## src/rtl/spatz_insn_tracker.sv

```systemverilog
// -----------------------------------------------------------------------------
// spatz_insn_tracker
//
// Instruction-ID allocator and completion tracker between the Spatz decoder
// and the controller dispatch path. Every decoded non-CON request receives
// the lowest free instruction ID, and the tracker remembers which execution
// unit owns it. VFU, VLSU and VSLDU responses retire IDs; VFU responses that
// carry a scalar result are staged in a one-entry write-back buffer toward
// the scalar register file. Illegal retirements raise a sticky error flag.
//
// Optional feature macro: SPATZ_TRACKER_EXC_EN
//   When defined, a VLSU response with exc=1 latches a sticky exception flag
//   and the first faulting ID, and new requests are refused while it is set.
//   When undefined, the exc bit is ignored and exc_o/exc_id_o are absent.
//
// Ports
//   clk_i, rst_i             clock, synchronous active-high reset
//   req_valid_i/req_ready_o  decoded request handshake
//   req_ex_unit_i            target unit of the request
//   req_id_o                 ID assigned to the request
//   vfu_rsp_*                VFU completion (valid/ready/payload)
//   vlsu_rsp_*               VLSU completion (always accepted)
//   vsldu_rsp_*              VSLDU completion (always accepted)
//   wb_valid_o/wb_ready_i    scalar write-back handshake
//   wb_data_o, wb_rd_o       write-back value and destination register
//   busy_o                   per-ID in-flight bits
//   idle_o                   nothing in flight and write-back buffer empty
//   err_o                    sticky protocol error
//   exc_o, exc_id_o          sticky VLSU exception and its ID (optional)
// -----------------------------------------------------------------------------

package spatz_pkg;

  localparam int unsigned NrParallelInstructions = 4;
  localparam int unsigned ELEN                   = 32;
  localparam int unsigned GPRWidth               = 5;

  typedef logic [$clog2(NrParallelInstructions)-1:0] spatz_id_t;

  typedef enum logic [1:0] {
    CON = 2'd0,
    VFU = 2'd1,
    LSU = 2'd2,
    SLD = 2'd3
  } ex_unit_e;

  typedef struct packed {
    spatz_id_t             id;
    logic                  wb;
    logic [ELEN-1:0]       result;
    logic [GPRWidth-1:0]   rd;
  } vfu_rsp_t;

  typedef struct packed {
    spatz_id_t id;
    logic      exc;
  } vlsu_rsp_t;

  typedef struct packed {
    spatz_id_t id;
  } vsldu_rsp_t;

endpackage

module spatz_insn_tracker
  import spatz_pkg::*;
#(
  parameter int unsigned NrIds   = spatz_pkg::NrParallelInstructions,
  parameter int unsigned IdWidth = $clog2(NrIds)
) (
  input  logic                clk_i,
  input  logic                rst_i,
  input  logic                req_valid_i,
  output logic                req_ready_o,
  input  ex_unit_e            req_ex_unit_i,
  output logic [IdWidth-1:0]  req_id_o,
  input  logic                vfu_rsp_valid_i,
  output logic                vfu_rsp_ready_o,
  input  vfu_rsp_t            vfu_rsp_i,
  input  logic                vlsu_rsp_valid_i,
  input  vlsu_rsp_t           vlsu_rsp_i,
  input  logic                vsldu_rsp_valid_i,
  input  vsldu_rsp_t          vsldu_rsp_i,
  output logic                wb_valid_o,
  input  logic                wb_ready_i,
  output logic [ELEN-1:0]     wb_data_o,
  output logic [GPRWidth-1:0] wb_rd_o,
  output logic [NrIds-1:0]    busy_o,
  output logic                idle_o,
  output logic                err_o
`ifdef SPATZ_TRACKER_EXC_EN
  ,
  output logic                exc_o,
  output logic [IdWidth-1:0]  exc_id_o
`endif
);

  // A retirement is illegal if the ID is not in flight or belongs to another unit.
  function automatic logic retire_bad(input logic busy, input ex_unit_e owner,
                                      input ex_unit_e unit);
    return !busy || (owner != unit);
  endfunction

  // ---------------------------------------------------------------------------
  // State
  // ---------------------------------------------------------------------------
  logic [NrIds-1:0]    busy_q, busy_d;
  ex_unit_e            unit_q [NrIds];
  ex_unit_e            unit_d [NrIds];
  logic                wb_full_q, wb_full_d;
  logic [ELEN-1:0]     wb_data_q, wb_data_d;
  logic [GPRWidth-1:0] wb_rd_q, wb_rd_d;
  logic                err_q, err_d;
  logic                exc_q;

`ifdef SPATZ_TRACKER_EXC_EN
  logic                exc_d;
  logic [IdWidth-1:0]  exc_id_q, exc_id_d;
  logic                exc_set_s;
`else
  logic                unused_exc_s;
  assign unused_exc_s = vlsu_rsp_i.exc;
  assign exc_q        = 1'b0;
`endif

  // ---------------------------------------------------------------------------
  // Allocation
  // ---------------------------------------------------------------------------
  logic [IdWidth-1:0] free_id_s;
  logic               any_free_s;
  logic               take_s;
  logic               alloc_s;
  logic [NrIds-1:0]   alloc_mask_s;

  // Lowest free ID and ready/ID outputs; depend only on registered state and the unit field.
  always_comb begin
    free_id_s  = '0;
    any_free_s = 1'b0;
    take_s     = 1'b0;
    for (int i = 0; i < NrIds; i++) begin
      take_s     = !busy_q[i] && !any_free_s;
      free_id_s  = take_s ? IdWidth'(i) : free_id_s;
      any_free_s = any_free_s | !busy_q[i];
    end
    if (req_ex_unit_i == CON) begin
      req_ready_o = !exc_q;
      req_id_o    = '0;
    end else begin
      req_ready_o = any_free_s && !exc_q;
      req_id_o    = free_id_s;
    end
  end

  assign alloc_s      = req_valid_i && req_ready_o && (req_ex_unit_i != CON);
  assign alloc_mask_s = alloc_s ? (NrIds'(1'b1) << req_id_o) : '0;

  // ---------------------------------------------------------------------------
  // Retirement and protocol checking
  // ---------------------------------------------------------------------------
  logic             vfu_hs_s;
  logic [NrIds-1:0] retire_mask_s;
  logic             err_set_s;
  logic             dup_s;

  assign vfu_rsp_ready_o = !wb_full_q || wb_ready_i;
  assign vfu_hs_s        = vfu_rsp_valid_i && vfu_rsp_ready_o;

  // Next busy/owner state and error detection; allocation never targets a busy ID,
  // so clearing retired bits before setting the allocated one is order-safe.
  always_comb begin
    retire_mask_s = (vfu_hs_s          ? (NrIds'(1'b1) << vfu_rsp_i.id)   : '0)
                  | (vlsu_rsp_valid_i  ? (NrIds'(1'b1) << vlsu_rsp_i.id)  : '0)
                  | (vsldu_rsp_valid_i ? (NrIds'(1'b1) << vsldu_rsp_i.id) : '0);
    busy_d = (busy_q & ~retire_mask_s) | alloc_mask_s;
    for (int i = 0; i < NrIds; i++) begin
      unit_d[i] = (alloc_s && (req_id_o == IdWidth'(i))) ? req_ex_unit_i : unit_q[i];
    end
    dup_s = (vfu_hs_s && vlsu_rsp_valid_i && (vfu_rsp_i.id == vlsu_rsp_i.id))
         || (vfu_hs_s && vsldu_rsp_valid_i && (vfu_rsp_i.id == vsldu_rsp_i.id))
         || (vlsu_rsp_valid_i && vsldu_rsp_valid_i && (vlsu_rsp_i.id == vsldu_rsp_i.id));
    err_set_s = dup_s
      || (vfu_hs_s && retire_bad(busy_q[vfu_rsp_i.id], unit_q[vfu_rsp_i.id], VFU))
      || (vlsu_rsp_valid_i && retire_bad(busy_q[vlsu_rsp_i.id], unit_q[vlsu_rsp_i.id], LSU))
      || (vsldu_rsp_valid_i && retire_bad(busy_q[vsldu_rsp_i.id], unit_q[vsldu_rsp_i.id], SLD));
    err_d = err_q || err_set_s;
  end

  // ---------------------------------------------------------------------------
  // Write-back buffer: a new load wins over a drain in the same cycle, which
  // gives one write-back per cycle while wb_ready_i stays high.
  // ---------------------------------------------------------------------------
  // Next write-back buffer contents.
  always_comb begin
    wb_full_d = wb_full_q;
    wb_data_d = wb_data_q;
    wb_rd_d   = wb_rd_q;
    if (vfu_hs_s && vfu_rsp_i.wb) begin
      wb_full_d = 1'b1;
      wb_data_d = vfu_rsp_i.result;
      wb_rd_d   = vfu_rsp_i.rd;
    end else if (wb_ready_i) begin
      wb_full_d = 1'b0;
    end else begin
      wb_full_d = wb_full_q;
    end
  end

`ifdef SPATZ_TRACKER_EXC_EN
  // Only the first faulting VLSU response is recorded.
  always_comb begin
    exc_set_s = vlsu_rsp_valid_i && vlsu_rsp_i.exc && !exc_q;
    exc_d     = exc_q || exc_set_s;
    if (exc_set_s) begin
      exc_id_d = IdWidth'(vlsu_rsp_i.id);
    end else begin
      exc_id_d = exc_id_q;
    end
  end

  // Exception state registers.
  always_ff @(posedge clk_i) begin
    if (rst_i) begin
      exc_q    <= 1'b0;
      exc_id_q <= '0;
    end else begin
      exc_q    <= exc_d;
      exc_id_q <= exc_id_d;
    end
  end

  assign exc_o    = exc_q;
  assign exc_id_o = exc_id_q;
`endif

  // Tracker state registers.
  always_ff @(posedge clk_i) begin
    if (rst_i) begin
      busy_q    <= '0;
      unit_q    <= '{default: CON};
      wb_full_q <= 1'b0;
      wb_data_q <= '0;
      wb_rd_q   <= '0;
      err_q     <= 1'b0;
    end else begin
      busy_q    <= busy_d;
      unit_q    <= unit_d;
      wb_full_q <= wb_full_d;
      wb_data_q <= wb_data_d;
      wb_rd_q   <= wb_rd_d;
      err_q     <= err_d;
    end
  end

  assign busy_o     = busy_q;
  assign idle_o     = ~|busy_q && !wb_full_q;
  assign wb_valid_o = wb_full_q;
  assign wb_data_o  = wb_data_q;
  assign wb_rd_o    = wb_rd_q;
  assign err_o      = err_q;

endmodule
```

## config.mk

```make
export PLATFORM = sky130hd
export DESIGN_NAME = spatz_insn_tracker
export DESIGN_NICKNAME = d
export VERILOG_FILES = /design/src/rtl/spatz_insn_tracker.sv
export SDC_FILE = /design/constraint.sdc
export NUM_CORES = 1
export LEC_CHECK = 0
export ABC_AREA = 1
export CAP_MARGIN = 10
export CORE_ASPECT_RATIO = 1.1
export CORE_MARGIN = 2
export CORE_UTILIZATION = 40
export CTS_BUF_LIST = sky130_fd_sc_hd__clkbuf_8
export CTS_CLUSTER_SIZE = 30
export DETAILED_ROUTE_END_ITERATION = 16
export MAX_ROUTING_LAYER = met4
export PLACE_DENSITY = 0.79
export SLEW_MARGIN = 10
export SYNTH_ARGS = -nofsm -noshare
export SYNTH_HDL_FRONTEND = slang
export SYNTH_SLANG_ARGS = --single-unit
```

## constraint.sdc

```tcl
create_clock -name clk_i -period 1.37 [get_ports clk_i]
set_clock_uncertainty 0.1 [all_clocks]
set_input_delay 0.411 -clock clk_i [delete_from_list [all_inputs] [get_ports clk_i]]
set_output_delay 0.411 -clock clk_i [all_outputs]
set_load 0.05 [all_outputs]
```

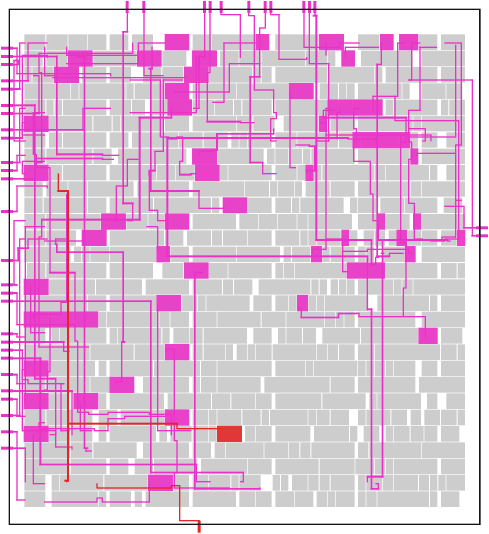
(images/io_fan.png)
Drawn at 6 px/µm.
legend:
  req_ready_o:
    color: red
    bits: 1
    direction: output
    edge: bottom
    end_cells: 1
    wire: 104 µm
  vfu_rsp_i:
    color: magenta
    bits: 40
    direction: input
    edge: 27 left, 11 top, 2 right
    end_cells: 57
    wire: 2330 µm
Port Buf Inserts: 100
number of ports placed on the die boundary: 102

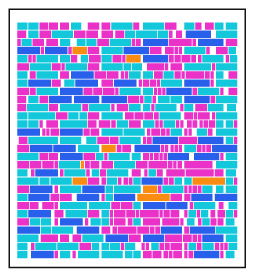
(images/placement_by_type.png)
Drawn at 3 px/µm.
legend:
  clock drivers and dummy loads:
    color: orange
    cells: 8
  sequential cells:
    color: blue
    cells: 51
  combinational and other logic:
    color: magenta
    cells: 283
  remaining buffers and delay cells:
    color: cyan
    cells: 165
Core ar.: 5810 µm²
Final Instance Area: 5620 µm²

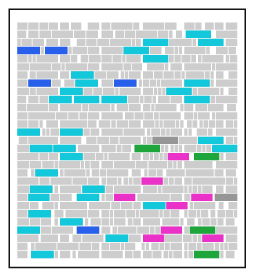
(images/flops_by_reg.png)
Drawn at 3 px/µm.
legend:
  busy_o:
    color: green
    sequential_cells: 4
  wb_rd_o:
    color: blue
    sequential_cells: 5
  unit_q:
    color: magenta
    sequential_cells: 8
  wb_data_o:
    color: cyan
    sequential_cells: 32
    where: spread over the die
combined flip-flop and latch cell area: 1120 µm²
core utilization of the finished layout: 0.968
Flop+latch power: 1.66 mW
register share of the cell area: 0.199

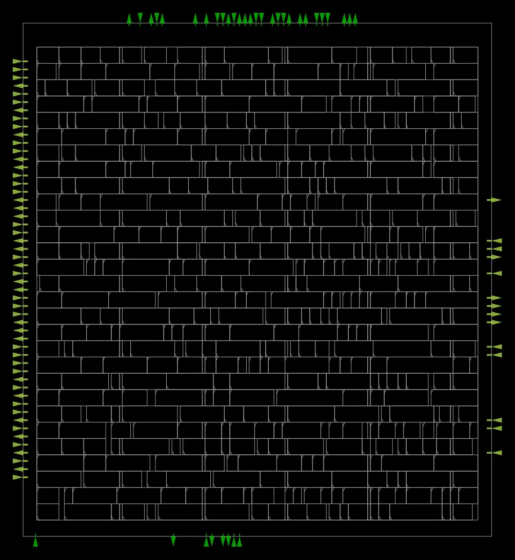
(images/placement.png)
total of fill cells in the finished design: 103
non-filler instance count after layout: 589
standard-cell rows: 29
num tapcells: 77
FFs & Latches: 51

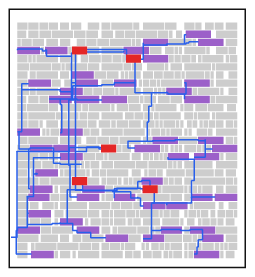
(images/clk_routes.png)
Drawn at 3 px/µm.
legend:
  clock wires:
    color: blue
    length: 777 µm
  clock drivers:
    color: red
    count: 5
  flip-flops:
    color: purple
    count: 51
routed clock nets: 6
power in the clock group: 1.34 mW
insertion delay at the late pin of the worst-skew pair: 0.33 ns
Clk pwr share: 0.289

==> results.txt <==
fresh numbers from the pnr run: status finished, violations left, violated checks negative setup slack, leakage power summed over all cells about 2.4 nW, Post-DP HPWL between 6 and 7 mm, total power approximately 4.6 mW, Net Sw Power between 1.5 and 2 mW, sequential fraction of the synthesis area 0.422, final global-route overflow total 0, Hold WS 0.415 ns, least setup slack across all paths after layout -1.00 ns, worst setup slack after placement -0.652 ns, WP data required 1.46 ns, total of plain and repair buffers excluding clock buffers ~170, switching part of the total 0.358, GRT Resource Usage Total 0.315, Top Layer Used met4, clock buffer count in the final layout 5, CTS tree built, WS Path Type input port to register, remaining design rule violation count 0, multi-input combinational area share 0.339, initial DRC count 938, depth of the CTS H-tree 2, yosys aoi share 0.154, combinational fraction of design power 0.353, DR pass1 iterations 8, leading cell type in the layout, fill and taps excluded nand2_1, Area growth, synth to finish 132%, proportion of register bits with asynchronous set or reset after synthesis 0, number of max-capacitance violations reported 0, end point of the worst hold path wb_rd_o[2]$_SDFFE_PP0P_, Routed WL per cell between 30 and 40 µm, Die Area about 6700 µm², ratio of cells with drive above 1 in the final layout 0.588, Reg2Reg Capture Point err_o$_SDFF_PP0_, global routing met2 resource utilization 0.555, number of flip-flops in the largest register 32, total via count after detailed routing 4254, mean area per synthesized cell slightly below 7 µm², comb. cell area 1910 µm², most used standard cell by instance count after synthesis nand2_1, dominant cell type by count on the critical path nor2_1, global-route wire length before repair 15.9 mm, number of slew-limit violations in the final report 0, ordered list of cells on the worst path dlygate4sd2_1, inv_1, nand2_1, nand3_1, nor2_1, nor2_1, nand2_1, nand2_1, nand3_1, nor2_1, nor2_1, reported combinational group power between 1.5 and 2 mW, final critical-path required period 2.37 ns, area after detailed placement 4320 µm², fraction of the mapped netlist area in adder cells 0, Slew headroom 0.654, Post-Route Setup TNS -22.76 ns, vias in the first global route 3230, number of enable-type register cells in the synthesized netlist 0, top comb family, area simple AND/OR/NAND/NOR gates, endpoint kind of the worst setup timing path register, leading post-synthesis cells by instance count nand2_1 (126), dfxtp_1 (51), a21oi_1 (49), cell group occupying the most layout area buffers, Seq pwr share 0.358, count of buffering cells on the critical path with inverters included 2, worst ir drop on vdd 945 µV, height of the die 85.6 µm, yosys warning tally 0, maximum achievable frequency roughly 420 MHz, internal power 2.98 mW, worst setup path startpoint vsldu_rsp_i[0], commonest cells after routing, fill and taps aside nand2_1 (70), buf_12 (56), nand2_4 (48), average vias per placed instance 7.22, post-synthesis share of cell area spent on and, or, nand and nor gates 0.327, Starting Density 0.417, largest power group registers, Max Fanout on Critical Path 6, yosys xor share 0.0145, remaining antenna violation count 0, unrepaired setup endpoints after global routing true, number of antenna violations at the first check in global routing 2, final count of negative-setup-slack endpoints 91, pin count of the biggest net entering global routing 39, wire length after detailed routing 20.7 mm, CP peak stage delay 0.30 ns, mapped cell area 2420 µm², busiest layer in global routing met2, routed length on met2 8.28 mm, root buf cell clkbuf_8, Clock transition at path regs 0.11 ns, Yosys Instances 353, number of gates resized after CTS around 65, number of cells on the worst hold path 2, slew of the pin with the lowest slew margin slightly above 0.5 ns, met1 Resource Use GR 0.343, # diodes 5, cell types with the largest area share after synthesis dfxtp_1 (42%), nand2_1 (20%), a21oi_1 (10%), number of buffers added to fix hold violations after cts 0, number of stages on the worst setup path 11, chip area estimate from yosys synthesis 2420 µm², die width 78.2 µm, final-layout non-clock buffer area share 0.396, Final clock-cell share 0.0236, Worst path top cell family by delay simple AND/OR/NAND/NOR gates, OpenROAD warning count 32, routed wire length on met3 3.16 mm, distinct cell type count after synthesis 26, kind of path behind the tightest hold check register to register
Power and IR drop assume default switching activity.
